===== src/rtl/nasti_sram_writer.sv =====
// nasti_sram_writer
//   NASTI write-channel slave that terminates INCR write bursts onto a simple
//   byte-addressed SRAM write port. One transaction in flight, one B per burst.
//
// Ports
//   clk, rstn                      clock, asynchronous active-low reset
//   nasti_aw_*                     write address channel (lock/cache/prot/qos/region ignored)
//   nasti_w_*                      write data channel (w_user ignored)
//   nasti_b_*                      write response channel
//   mem_we/addr/wdata/strb         SRAM write request; write happens when mem_we && mem_ready
//   mem_ready                      SRAM accepts the write this cycle
module nasti_sram_writer #(
  parameter int ID_WIDTH   = 1,
  parameter int ADDR_WIDTH = 8,
  parameter int DATA_WIDTH = 32,
  parameter int USER_WIDTH = 1
) (
  input  logic                    clk,
  input  logic                    rstn,
  // AW
  input  logic [ID_WIDTH-1:0]     nasti_aw_id,
  input  logic [ADDR_WIDTH-1:0]   nasti_aw_addr,
  input  logic [7:0]              nasti_aw_len,
  input  logic [2:0]              nasti_aw_size,
  input  logic [1:0]              nasti_aw_burst,
  input  logic                    nasti_aw_lock,
  input  logic [3:0]              nasti_aw_cache,
  input  logic [2:0]              nasti_aw_prot,
  input  logic [3:0]              nasti_aw_qos,
  input  logic [3:0]              nasti_aw_region,
  input  logic [USER_WIDTH-1:0]   nasti_aw_user,
  input  logic                    nasti_aw_valid,
  output logic                    nasti_aw_ready,
  // W
  input  logic [DATA_WIDTH-1:0]   nasti_w_data,
  input  logic [DATA_WIDTH/8-1:0] nasti_w_strb,
  input  logic                    nasti_w_last,
  input  logic [USER_WIDTH-1:0]   nasti_w_user,
  input  logic                    nasti_w_valid,
  output logic                    nasti_w_ready,
  // B
  output logic [ID_WIDTH-1:0]     nasti_b_id,
  output logic [1:0]              nasti_b_resp,
  output logic [USER_WIDTH-1:0]   nasti_b_user,
  output logic                    nasti_b_valid,
  input  logic                    nasti_b_ready,
  // SRAM
  output logic                    mem_we,
  output logic [ADDR_WIDTH-1:0]   mem_addr,
  output logic [DATA_WIDTH-1:0]   mem_wdata,
  output logic [DATA_WIDTH/8-1:0] mem_strb,
  input  logic                    mem_ready
);

  localparam int MAX_SIZE = $clog2(DATA_WIDTH / 8);

  typedef enum logic [1:0] {IDLE, DATA, RESP} state_e;

  state_e                  state_q, state_d;
  logic [ID_WIDTH-1:0]     id_q, id_d;
  logic [ADDR_WIDTH-1:0]   addr_q, addr_d;
  logic [7:0]              len_q, len_d;
  logic [2:0]              size_q, size_d;
  logic [USER_WIDTH-1:0]   user_q, user_d;
  logic [7:0]              beat_q, beat_d;
  logic                    err_q, err_d;

  logic                    last_beat;
  logic [ADDR_WIDTH-1:0]   beat_bytes;

  // Ignored sideband fields, folded together so they are visibly consumed.
  logic unused_sideband;
  assign unused_sideband = ^{nasti_aw_lock, nasti_aw_cache, nasti_aw_prot,
                             nasti_aw_qos, nasti_aw_region, nasti_w_user};

  assign last_beat  = (beat_q == len_q);
  assign beat_bytes = ADDR_WIDTH'(1) << size_q;

  // Data path is a straight pass-through; the master positions narrow strobes.
  assign mem_addr     = addr_q;
  assign mem_wdata    = nasti_w_data;
  assign mem_strb     = nasti_w_strb;
  assign nasti_b_id   = id_q;
  assign nasti_b_user = user_q;

  always_comb begin
    // NOTE: every signal assigned here gets a default first, so no path
    // through the case statement can leave one unassigned and infer a latch.
    state_d        = state_q;
    id_d           = id_q;
    addr_d         = addr_q;
    len_d          = len_q;
    size_d         = size_q;
    user_d         = user_q;
    beat_d         = beat_q;
    err_d          = err_q;
    nasti_aw_ready = 1'b0;
    nasti_w_ready  = 1'b0;
    nasti_b_valid  = 1'b0;
    nasti_b_resp   = 2'b00;
    mem_we         = 1'b0;

    unique case (state_q)
      IDLE: begin
        nasti_aw_ready = 1'b1;
        if (nasti_aw_valid) begin
          id_d    = nasti_aw_id;
          addr_d  = nasti_aw_addr;
          len_d   = nasti_aw_len;
          size_d  = nasti_aw_size;
          user_d  = nasti_aw_user;
          beat_d  = 8'd0;
          err_d   = (nasti_aw_burst != 2'b01) || (nasti_aw_size > 3'(MAX_SIZE));
          state_d = DATA;
        end
      end

      DATA: begin
        // After an error, beats are drained without waiting on the SRAM.
        nasti_w_ready = err_q || mem_ready;
        mem_we        = nasti_w_valid && !err_q;
        if (nasti_w_valid && nasti_w_ready) begin
          beat_d = beat_q + 8'd1;
          // Align down then step: an unaligned start only affects beat 0.
          addr_d = (addr_q & ~(beat_bytes - ADDR_WIDTH'(1))) + beat_bytes;
          if (nasti_w_last != last_beat) err_d = 1'b1;
          // Beat count alone ends the burst; w_last only flags errors.
          if (last_beat) state_d = RESP;
        end
      end

      RESP: begin
        nasti_b_valid = 1'b1;
        nasti_b_resp  = err_q ? 2'b10 : 2'b00;
        if (nasti_b_ready) state_d = IDLE;
      end

      default: state_d = IDLE;
    endcase
  end

  // NOTE: sequential state uses non-blocking assignments so every flop
  // samples the pre-edge value of every other flop.
  always_ff @(posedge clk or negedge rstn) begin
    if (!rstn) begin
      state_q <= IDLE;
      id_q    <= '0;
      addr_q  <= '0;
      len_q   <= '0;
      size_q  <= '0;
      user_q  <= '0;
      beat_q  <= '0;
      err_q   <= 1'b0;
    end else begin
      state_q <= state_d;
      id_q    <= id_d;
      addr_q  <= addr_d;
      len_q   <= len_d;
      size_q  <= size_d;
      user_q  <= user_d;
      beat_q  <= beat_d;
      err_q   <= err_d;
    end
  end

endmodule


===== config.mk =====
export PLATFORM = sky130hd
export DESIGN_NAME = nasti_sram_writer
export DESIGN_NICKNAME = d
export VERILOG_FILES = /design/src/rtl/nasti_sram_writer.sv
export SDC_FILE = /design/constraint.sdc
export NUM_CORES = 1
export LEC_CHECK = 0
export CAP_MARGIN = 15
export CORE_UTILIZATION = 35
export CTS_BUF_LIST = sky130_fd_sc_hd__clkbuf_4 sky130_fd_sc_hd__clkbuf_8
export CTS_CLUSTER_SIZE = 14
export DETAILED_ROUTE_END_ITERATION = 6
export GPL_TIMING_DRIVEN = 1
export MAX_ROUTING_LAYER = met4
export PLACE_DENSITY = 0.79
export SYNTH_ARGS = -nofsm -noshare
export SYNTH_HDL_FRONTEND = slang
export SYNTH_SLANG_ARGS = --single-unit

===== constraint.sdc =====
create_clock -name clk -period 2.1 [get_ports clk]
set_input_delay 0.63 -clock clk [delete_from_list [all_inputs] [get_ports clk]]
set_output_delay 0.63 -clock clk [all_outputs]
set_load 0.005 [all_outputs]

==> impl_metrics.csv, run 1 <==
group,metric,value,unit
clock_network,clk_latency,0.28,ns
floorplan,top_level_ports,135,
setup_path,crit_cells,8,
setup_path,crit_end,"mem_addr[7]",
placement,place.gp.congestion,0.843,
detailed_routing,vias_per_cell,5.06,
yosys,edf_count,0,
cells_and_area,utilization,0.462,
setup_path,rr_worst_depth,8,
global_route,grt_first_pass_wirelength,8330,µm
power_and_ir_drop,vdd_drop_max,0.658,mV
final_timing,slew_viol_final,0,
power_and_ir_drop,power_frac_seq,0.341,
floorplan,fp_util,0.368,
run,warning_count,44,
yosys,synthArstFlopShare,1.00,
min_path,min_to,"nasti_b_id",
yosys,ys_types,48,
yosys,ys_cells,262,
placement,hpwl,3720,µm
placement,placed_area,2640,µm²
setup_path,crit_start,"size_q[0]",
yosys,syn_area,2210,µm²
run,cap_violations,0,
clock_network,cts_tree,"built",
final_timing,fin_worst_skew,0.00568,ns
cells_and_area,drive_gt1_frac,0.186,
yosys,ys_warn_count,0,
final_timing,setup_slack,0.0686,ns
min_path,hold_path.class,"register to register",
setup_path,critical_path_class,"register to register",
cells_and_area,fin_cells,371,
setup_path,cp_cell_sequence,"buf_4, nor3b_1, ha_1, nand2_1, nand2_1, o31ai_1, a31o_1, a221o_1",
setup_path,reg2reg_slack,0.07,ns
clock_network,htree_levels,2,
power_and_ir_drop,comb_power_share,0.522,
global_route,grt_overflow,0,
power_and_ir_drop,p_sw,1.35,mW
setup_path,critPathTopFamily,"AND-OR/OR-AND gates",
setup_path,cp_max_fo,12,
yosys,synth.avg_cell_area,8.42,µm²
setup_path,crit_top_cell,"nand2_1",
placement,io_buffers,44,
cells_and_area,layout_top_cells,"nand2_1, clkdlybuf4s50_1, buf_4, dfrtp_1, nor2_1",
detailed_routing,drtIter0Drc,67,
floorplan,die_h,81.4,µm
floorplan,core_area,5990,µm²
setup_path,worstReg2RegStart,"size_q[0]",
global_route,antenna_found_initial,0,
final_timing,setup_viol,0,
cells_and_area,syn_to_final_growth,25.6,%
clock_network,clock_sinks,32,
power_and_ir_drop,switching_share,0.401,
power_and_ir_drop,pwr-share-clk,0.136,
min_path,hold_start,"nasti_b_id",
final_timing,period_used_share,0.967,
floorplan,die_width,81.4,µm
cells_and_area,fin_nets,383,
floorplan,die_area,6620,µm²
final_timing,max_freq,492,MHz
yosys,netlist_instances,262,
placement,dpl_worst_slack,-0.346,ns
power_and_ir_drop,intPower,2.02,mW
status,outcome,"finished, final reports clean",
setup_path,rr_endpoint,"mem_addr[7]",
cells_and_area,n_fill_cell,580,
global_route,grt_use_total,0.172,
final_timing,rsz0062_at_grt,"true",
detailed_routing,first_pass_iters,4,
detailed_routing,wl_per_cell,13.8,µm
clock_network,cts_buffers,5,
setup_path,cp-end-kind,"register",
clock_network,clk_path_buf_depth,2,
clock_network,cts-root-buf,"clkbuf_8",
setup_path,start_kind,"register",
min_path,hold_path_depth,2,
power_and_ir_drop,pwr_density_cell,1220,nW/µm²
yosys,syn_nets,349,
final_timing,finalHoldViolCount,0,
detailed_routing,drcViolationCount,0,
setup_path,cp.arrival,2.20,ns
placement,dp.cells,363,
setup_path,crit_buf_inv,1,
yosys,ys_area,2210,µm²
setup_path,worst_ep_required_time,2.27,ns
setup_path,slowest_stage,"dfrtp_1",
yosys,ys_seq_elements,32,
cells_and_area,lay_top_count,"nand2_1",
power_and_ir_drop,p_leak,1.27,nW
final_timing,fin_crit,2.03,ns
global_route,grt_pass1_vias,1775,
yosys,synth_seq_share,0.363,
setup_path,cp_slowest_stage_delay,0.44,ns
detailed_routing,antenna_left,0,
global_route,grt_max_degree,33,
yosys,yosys_most_used_dff,"dfrtp_1",
clock_network,clk_pin_slew_worst_paths,0.07,ns
floorplan,num_rows,28,
cells_and_area,final_cell_area,2770,µm²
cells_and_area,diodes,0,
run 1: metrics by stage:
step / hold slack (ns) / total power [mW] / setup TNS [ns]
global placement: 0.467 / 2.78 / -2.47
CTS: 0.497 / 3.34 / 0
finish: 0.491 / 3.38 / 0
detailed placement: 0.476 / 2.86 / -2.83
floorplan: 0.334 / 2.19 / 0
global route: 0.531 / 3.66 / -0.0843
run 1: per-layer routing:
| layer | vias to the layer above | GRT usage | wire, µm |
|---|---|---|---|
| li1 | 917 | - | - |
| met1 | 875 | 0.217 | 2290 |
| met2 | 70 | 0.268 | 2430 |
| met3 | 16 | 0.0326 | 344 |
| met4 | 0 | 0.0679 | 70 |
| met5 | - | - | 0 |
run 1: synthesized netlist by cell type, types with 3 or more instances:
library cell,count,area [µm²]
o21ai_0,7,35.0
nor3b_1,3,22.5
xnor2_1,4,35.0
a21oi_1,8,40.0
nand3_1,9,45.0
nor3_1,5,25.0
clkbuf_1,5,18.8
a211oi_1,3,22.5
nor2b_1,3,18.8
nand2b_1,3,18.8
buf_4,37,278
nand2_1,54,203
mux2i_1,5,50.1
xor2_1,14,123
buf_2,5,25.0
inv_1,3,11.3
nor2_1,20,75.1
dfrtp_1,32,801
a221o_1,3,30.0
and3_1,3,18.8
ha_1,4,50.1
run 1: layout make-up:
type / count / area, µm² / area share
repair buffers: 75 / 668 / 0.241
well taps: 75 / 93.8 / 0.0339
clock buffers: 6 / 76.3 / 0.0276
inverters: 3 / 11.3 / 0.00407
flip-flops and latches: 32 / 803 / 0.290
multi-input cells: 179 / 1110 / 0.402
clock inverters: 1 / 5.00 / 0.00181
run 1: tightest hold or removal path, stage by stage (launching register included):
cell     delay, ns
dfrtp_1       0.35
nand2_1       0.05
nand2_1       0.05
run 1: registers in the layout (all words and copies together) (netlist names):
register,cells
nasti_b_id,1
size_q,3
beat_q,8
state_q,2
nasti_b_user,1
len_q,8
mem_addr,8
err_q,1
run 1: kinds of logic (layout without fill, tap and decap cells):
| group | Yosys count | after routing | synth area share |
|---|---|---|---|
| adders and majority gates | 4 | 4 | 0.0227 |
| muxes | 6 | 6 | 0.0278 |
| and+or+nand+nor | 111 | 111 | 0.235 |
| AOI/OAI and AO/OA | 39 | 39 | 0.125 |
| buffers and inverters | 51 | 85 | 0.153 |
| other | 1 | 1 | 0.00170 |
| xor gates and xnor gates | 18 | 18 | 0.0715 |
| DFF | 32 | 32 | 0.363 |
run 1: power groups by stage:
stage / combinational, mW / clock [mW] / sequential, mW
5_1_grt: 1.97 / 0.498 / 1.19
6_report: 1.76 / 0.460 / 1.15
3_5_place_dp: 1.71 / 0 / 1.15
4_1_cts: 1.73 / 0.469 / 1.14
2_1_floorplan: 1.11 / 0 / 1.08
3_3_place_gp: 1.64 / 0 / 1.14
run 1: repair_timing:
item                       in CTS  in global routing
pin swaps                       2                  1
setup endpoints to repair       6                  5
gates resized                  13                  9
setup buffers                   1                  0
hold buffers                    0                  0
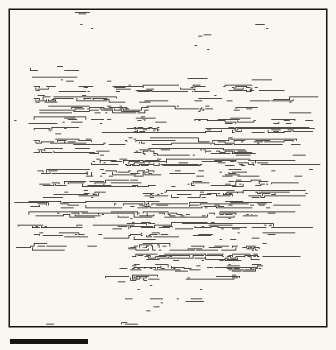
Figure 1: run 1, the metal 1 layer.
Scale bar: 20 µm.
main direction: horizontal
share of all routed wire: 45%
wire length on this layer: 2290 µm
via count: 1878
met1 Use GR: 0.217
Total Wirelength: 5130 µm

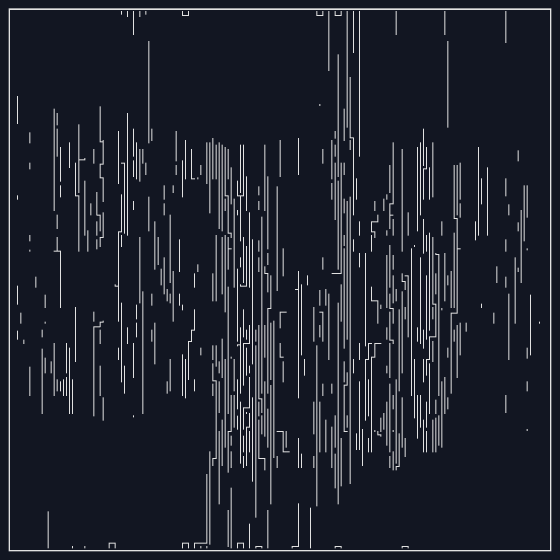
Figure 2: run 1, M2 wires.
nets with wire on the layer: 287
longest straight run: 43.2 µm
GR Util met2: 0.268

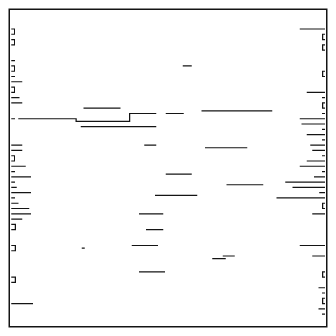
Figure 3: run 1, met3 routing.
wire length on this layer: 345 µm
share of all routed wire: 6.7%
main direction: horizontal
nets with wire on the layer: 66
longest straight run: 19.1 µm
M3 GR Usage: 0.0326

--- run 2 (diff from run 1) ---
- CORE_UTILIZATION: 35 -> 60
- DONT_BUFFER_PORTS: not set -> 1
- RECOVER_POWER: not set -> 100
- TNS_END_PERCENT: not set -> 5
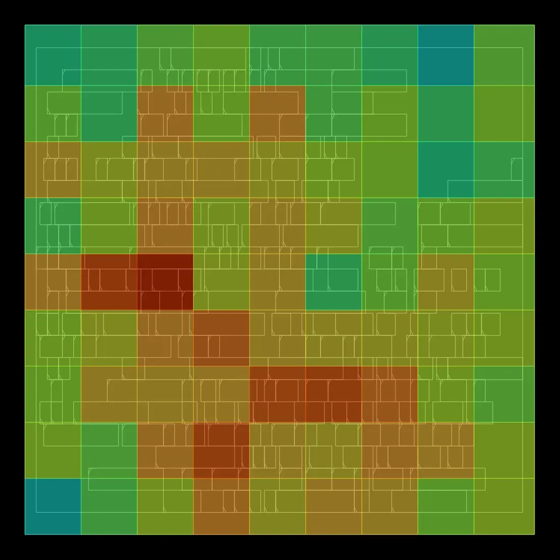
Figure 4: run 2, routing congestion map.
M3 GR Usage: 0.0657
gr usage total: 0.236
final core utilization: 0.632

==> run 2 against run 1 <==
  * Cell area shrank 22%
  * Routed wire length shrank 14%
  * Clock power grew 18%
  * First-iteration DRC count shrank 9.0%
  * Highest routed layer unchanged
  * Combinational power shrank 23%
  * Cell count shrank 24%
  * Sequential power is essentially flat
  * Register-to-register slack lost 0.04 ns
  * Global-route usage grew 6.4 points
  * Non-clock buffer count shrank 62
==> impl_metrics.csv, run 2 <==
group,metric,value,unit
status,outcome,"finished, final reports clean",
final_timing,fin_worst_skew,0.00987,ns
cells_and_area,flop_area,805,µm²
detailed_routing,wl_per_cell,15.6,µm
cells_and_area,fin_cells,281,
final_timing,finalSetupTns,0,ns
final_timing,setup_viol,0,
clock_network,clk_path_buf_depth,2,
min_path,hold_path.class,"input pin to register",
cells_and_area,fin_nets,321,
clock_network,clk_pin_slew_worst_paths,0.11,ns
min_path,hold_start,"nasti_aw_size[0]",
power_and_ir_drop,vdd_drop_max,0.717,mV
detailed_routing,drtIter0Drc,61,
yosys,top_cell,"nand2_1",
final_timing,setup_slack,0.0236,ns
final_timing,max_freq,482,MHz
final_timing,slew_viol_final,0,
floorplan,die_area,3920,µm²
floorplan,num_rows,21,
clock_network,clock_sinks,32,
setup_path,worstReg2RegStart,"size_q[0]",
power_and_ir_drop,total_power,3.07,mW
cells_and_area,syn_to_final_growth,-2.10,%
final_timing,finalHoldViolCount,0,
placement,place.gp.congestion,0.879,
global_route,grt_max_degree,33,
floorplan,core_area,3420,µm²
setup_path,start_kind,"register",
setup_path,cp.arrival,2.31,ns
yosys,ys_types,48,
final_timing,fin_crit,2.08,ns
final_timing,holdWs,0.380,ns
detailed_routing,vias_per_cell,5.79,
cells_and_area,n_fill_cell,304,
detailed_routing,antenna_left,0,
yosys,yosysTopAreaCell,"dfrtp_1",
run,warning_count,44,
cells_and_area,lay_top_count,"nand2_1",
cells_and_area,drive_gt1_frac,0.140,
clock_network,cts_tree,"built",
clock_network,clk_latency,0.34,ns
yosys,syn_area,2210,µm²
clock_network,htree_levels,2,
run,cap_violations,0,
yosys,yosys_most_used_dff,"dfrtp_1",
yosys,synthArstFlopShare,1.00,
floorplan,fp_util,0.646,
yosys,common_cells,"nand2_1, buf_4, dfrtp_1",
yosys,edf_count,0,
global_route,antenna_found_initial,0,
setup_path,cp_max_fo,8,
final_timing,period_used_share,0.989,
yosys,netlist_instances,262,
power_and_ir_drop,pwr_density_cell,1420,nW/µm²
setup_path,worst_ep_required_time,2.33,ns
yosys,top_cell_area_share,0.363,
setup_path,cp-end-kind,"register",
global_route,grt_overflow,0,
setup_path,crit_start,"size_q[0]",
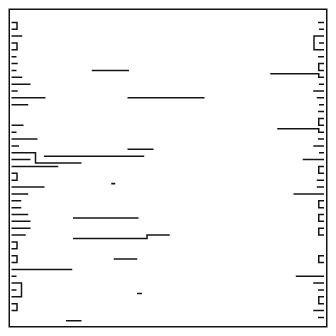
Figure 5: run 2, met3 routing.
share of all routed wire: 6.7%
wire length on this layer: 294 µm
longest straight run: 19.5 µm
nets with wire on the layer: 59
Total Wirelength: 4390 µm
via count: 1628

-- run 2: cell count changes in the layout (fill, tap and decap cells not counted), sizes merged --
cell	before	now
bufinv	0	1
clkdlybuf4s50	38	0
clkbuf	6	8
dlymetal6s4s	0	1
dlygate4sd2	3	0
dlymetal6s2s	1	0
buf	32	11
clkinv	1	0
clkdlybuf4s15	1	0
-- run 2: routing by layer --
metal	vias up	share of wire	track usage
li1	791	-	-
met4	0	0.028	0.116
met5	-	0	-
met2	48	0.43	0.336
met1	765	0.47	0.307
met3	24	0.067	0.0657
-- run 2: cell families (layout without fill, tap and decap cells) --
logic type	Yosys count	in the layout	share of synthesized area
simple gates	111	111	0.235
mux	6	6	0.0278
fa+ha+maj	4	4	0.0227
other cells	1	1	0.00170
compound gates	39	39	0.125
xor+xnor	18	18	0.0715
flops	32	32	0.363
buf+inv	51	24	0.153
-- run 2: area by class of cell --
| cell class | count | share of cell area |
|---|---|---|
| repair buffers | 13 | 0.0458 |
| clock inverters | 1 | 0.0139 |
| clock buffers | 7 | 0.0301 |
| well taps | 46 | 0.0267 |
| flip-flops and latches | 32 | 0.373 |
| inverters | 3 | 0.00521 |
| multi-input cells | 179 | 0.506 |
-- run 2: path summary, 6_finish.rpt --
kind / end / slack, ns / depth (start not counted)
setup / recovery: mem_addr[7] / 0.02 / 7
hold / removal: size_q[0] / 0.38 / 2
setup reg to reg: mem_addr[7] / 0.02 / 7
hold reg to reg: len_q[0] / 0.50 / 2
max in group asynchronous: size_q[1] / 0.45 / 1
min in group asynchronous: size_q[0] / 0.70 / 1
-- run 2: power breakdown --
part | switching [mW] | internal [mW] | total (mW)
logic | 0.725 | 0.622 | 1.35
clock network | 0.226 | 0.316 | 0.542
registers | 0.316 | 0.869 | 1.18
-- run 2: what timing repair did --
item / CTS / global route
resized: 3 / 5
pin swaps: 0 / 3
setup buffers: 0 / 2
cloned: 0 / 0
setup endpoints to repair: 1 / 3
hold endpoints to repair: 32 / 0
hold buffers: 1 / 0
-- run 2: critical path, cell delays in order, from the launching register on --
cell and delay [ns]:
dfrtp_2 0.49, buf_4 0.16, buf_4 0.15, nor3b_2 0.15
ha_1 0.35, nand4_1 0.14, a31o_1 0.23, a221o_1 0.28
-- run 2: metrics by stage --
step,instance area [µm²],util
floorplan,2210,-
global placement,2010,0.589
detailed placement,2010,0.589
CTS,2130,0.624
global route,2160,0.632
finish,2160,0.632
--- run 3 (diff from run 2) ---
==> constraint.sdc (replaced) <==
create_clock -name clk -period 2.1 [get_ports clk]
set_input_delay 0.21 -clock clk [delete_from_list [all_inputs] [get_ports clk]]
set_output_delay 0.21 -clock clk [all_outputs]
set_load 0.005 [all_outputs]
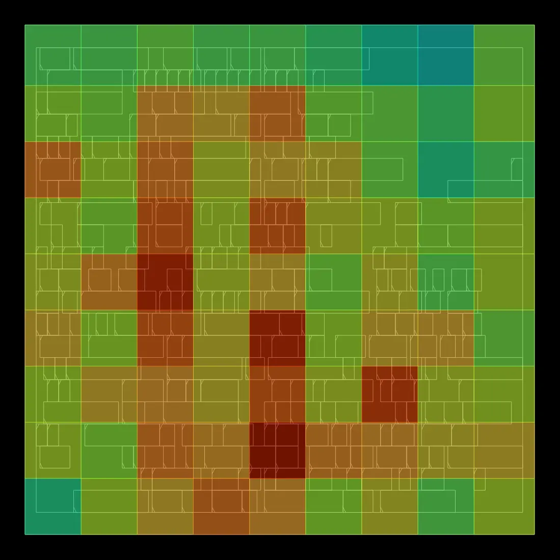
Figure 6: run 3, routing congestion map.
GRT busiest layer: met2
DR WL/cell: 15.5 µm
gr usage total: 0.256
GR Util met2: 0.405
met1 Use GR: 0.308

==> run 3 against run 2 <==
  * Routed wire length up 4.8%
  * Clock skew up 0.013 ns
  * Setup slack worse by 0.019 ns
  * Critical path type unchanged
  * Sequential power about the same
==> impl_metrics.csv, run 3 <==
group,metric,value,unit
global_route,grt_max_degree,33,
yosys,yosysTopAreaCell,"dfrtp_1",
power_and_ir_drop,total_power,2.97,mW
setup_path,critical_path_class,"register to register",
floorplan,die_h,62.6,µm
yosys,syn_area,2210,µm²
final_timing,finalHoldViolCount,0,
global_route,antenna_found_initial,0,
cells_and_area,layout_top_cells,"nand2_1, dfrtp_1, nor2_1, dlygate4sd3_1, xor2_1",
cells_and_area,drive_gt1_frac,0.120,
final_timing,tightest_slew,1.41,ns
yosys,edf_count,0,
yosys,yosys_most_used_dff,"dfrtp_1",
power_and_ir_drop,pwr-share-clk,0.132,
cells_and_area,logic_area,1090,µm²
cells_and_area,diodes,0,
setup_path,worst_ep_required_time,2.33,ns
final_timing,slew_viol_final,0,
cells_and_area,lay_top_count,"nand2_1",
detailed_routing,first_pass_iters,4,
power_and_ir_drop,power_frac_seq,0.400,
run,cap_violations,0,
power_and_ir_drop,switching_share,0.435,
power_and_ir_drop,intPower,1.68,mW
power_and_ir_drop,pwr_density_cell,1300,nW/µm²
yosys,synth_seq_share,0.363,
clock_network,clk_latency,0.36,ns
yosys,synthArstFlopShare,1.00,
global_route,grt_pass1_vias,1669,
placement,place.gp.congestion,0.866,
floorplan,die_area,3920,µm²
yosys,yosys-top-cells-area,"dfrtp_1, buf_4, nand2_1",
clock_network,cts_tree,"built",
detailed_routing,vias_per_cell,5.72,
final_timing,fin_worst_skew,0.0224,ns
run,warning_count,44,
cells_and_area,fin_nets,337,
clock_network,clk_path_buf_depth,2,
power_and_ir_drop,p_leak,1.05,nW
cells_and_area,syn_to_final_growth,3.52,%
final_timing,fin_crit,2.10,ns
yosys,syn_nets,349,
detailed_routing,antenna_left,0,
yosys,ys_warn_count,0,
global_route,grt_overflow,0,
setup_path,start_kind,"register",
final_timing,max_freq,477,MHz
floorplan,top_level_ports,135,
yosys,ys_types,48,
yosys,ys_cells,262,
yosys,top_cell,"nand2_1",
floorplan,fp_util,0.646,
clock_network,clk_pin_slew_worst_paths,0.12,ns
yosys,ys_seq_elements,32,
clock_network,cts_buffers,5,
clock_network,clock_sinks,32,
cells_and_area,flop_area,803,µm²
final_timing,finalSetupTns,0,ns
yosys,common_cells,"nand2_1, buf_4, dfrtp_1",
placement,io_buffers,0,
final_timing,rsz0062_at_grt,"true",
yosys,netlist_instances,262,
placement,hpwl,3060,µm
power_and_ir_drop,p_sw,1.30,mW
clock_network,cts-root-buf,"clkbuf_4",
final_timing,max_slew_margin,0.0600,
setup_path,cp_max_fo,8,
min_path,hold_path.class,"input pin to register",
power_and_ir_drop,vdd_drop_max,0.806,mV
power_and_ir_drop,comb_power_share,0.468,
final_timing,period_used_share,0.998,
yosys,ys_area,2210,µm²
cells_and_area,n_fill_cell,287,
status,outcome,"finished, final reports clean",
floorplan,die_width,62.6,µm
global_route,grt_first_pass_wirelength,7530,µm
floorplan,core_area,3420,µm²
detailed_routing,drcViolationCount,0,
detailed_routing,drtIter0Drc,113,
yosys,top_cell_area_share,0.363,
setup_path,cp-end-kind,"register",
setup_path,cp.arrival,2.32,ns
final_timing,setup_viol,0,
clock_network,htree_levels,2,
floorplan,num_rows,21,
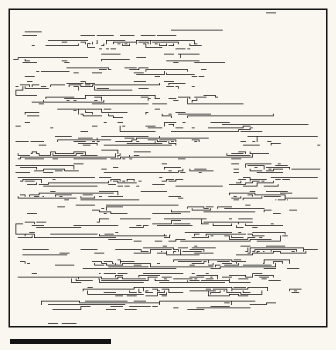
Figure 7: run 3, the metal 1 layer.
Scale bar: 20 µm.
share of all routed wire: 44%
longest straight run: 26.2 µm
main direction: horizontal
wire length on this layer: 2010 µm
nets with wire on the layer: 255
Total Wirelength: 4600 µm
via count: 1700

run 3: cell counts after synthesis:
Identical to the previous run, type by type.
run 3: repair_timing:
item / 4_1_cts / 5_1_grt
endpoints found under the hold margin: 47 / 0
hold buffers: 17 / 0
setup endpoints to repair: 1 / 4
pin swaps: 0 / 3
setup buffers: 0 / 2
gates resized: 2 / 5
run 3: final timing paths:
| check | start | slack (ns) | to | cells after the start |
|---|---|---|---|---|
| worst max-delay path | size_q[0] | 0.005 | mem_addr[6] | 8 |
| worst min-delay path | nasti_aw_addr[4] | 0.006 | mem_addr[4] | 2 |
| worst max register to register | size_q[0] | 0.005 | mem_addr[6] | 8 |
| worst min register to register | len_q[5] | 0.51 | len_q[5] | 2 |
| max in group asynchronous | rstn | 0.34 | size_q[2] | 2 |
| min in group asynchronous | rstn | 0.82 | size_q[0] | 2 |
run 3: cells by family after synthesis:
group                      after synthesis  synth area share
adders and majority gates                4            0.0227
xor gates and xnor gates                18            0.0715
buffers and inverters                   51             0.153
and+or+nand+nor                        111             0.235
other                                    1           0.00170
AOI/OAI and AO/OA                       39             0.125
DFF                                     32             0.363
muxes                                    6            0.0278
run 3: metal layers:
metal | routed length (µm) | vias up | global-route usage
met5 | 0 | - | -
met4 | 123 | 0 | 0.110
met3 | 375 | 22 | 0.0657
met2 | 2090 | 74 | 0.405
met1 | 2010 | 777 | 0.308
li1 | - | 827 | -
run 3: worst max-delay path: stages, from the launching register on:
cell     delay [ns]
dfrtp_2        0.49
and3_1         0.24
ha_4           0.29
nand2_1        0.06
o32ai_2        0.30
a21oi_1        0.12
o21ai_1        0.17
mux2i_1        0.20
nand3_1        0.09
run 3: area by class of cell:
class / instances / share of cell area
multi-input cells: 179 / 0.477
well taps: 46 / 0.0252
repair buffers: 29 / 0.112
clock inverters: 2 / 0.00658
inverters: 3 / 0.00493
flip-flops and latches: 32 / 0.352
clock buffers: 6 / 0.0225
run 3: per-stage QoR:
stage	area, µm²	hold WS (ns)	cells	setup WS (ns)	utilization
floorplan	2210	-0.0856	262	0.00308	-
global route	2280	0.00252	297	-0.0936	0.668
finish	2280	0.00605	297	0.00481	0.668
CTS	2260	0.00283	295	0.0229	0.662
global placement	2010	-0.0847	270	0.0572	0.589
detailed placement	2010	-0.0851	270	-0.00680	0.589
run 3: power groups by stage:
stage               clock network (mW)  logic [mW]  registers (mW)
finish                           0.392        1.39            1.19
global route                     0.429        1.57            1.23
CTS                              0.400        1.30            1.18
detailed placement                   0        1.26            1.19
global placement                     0        1.23            1.18
floorplan                            0        1.11            1.08
Power and IR drop assume default switching activity.
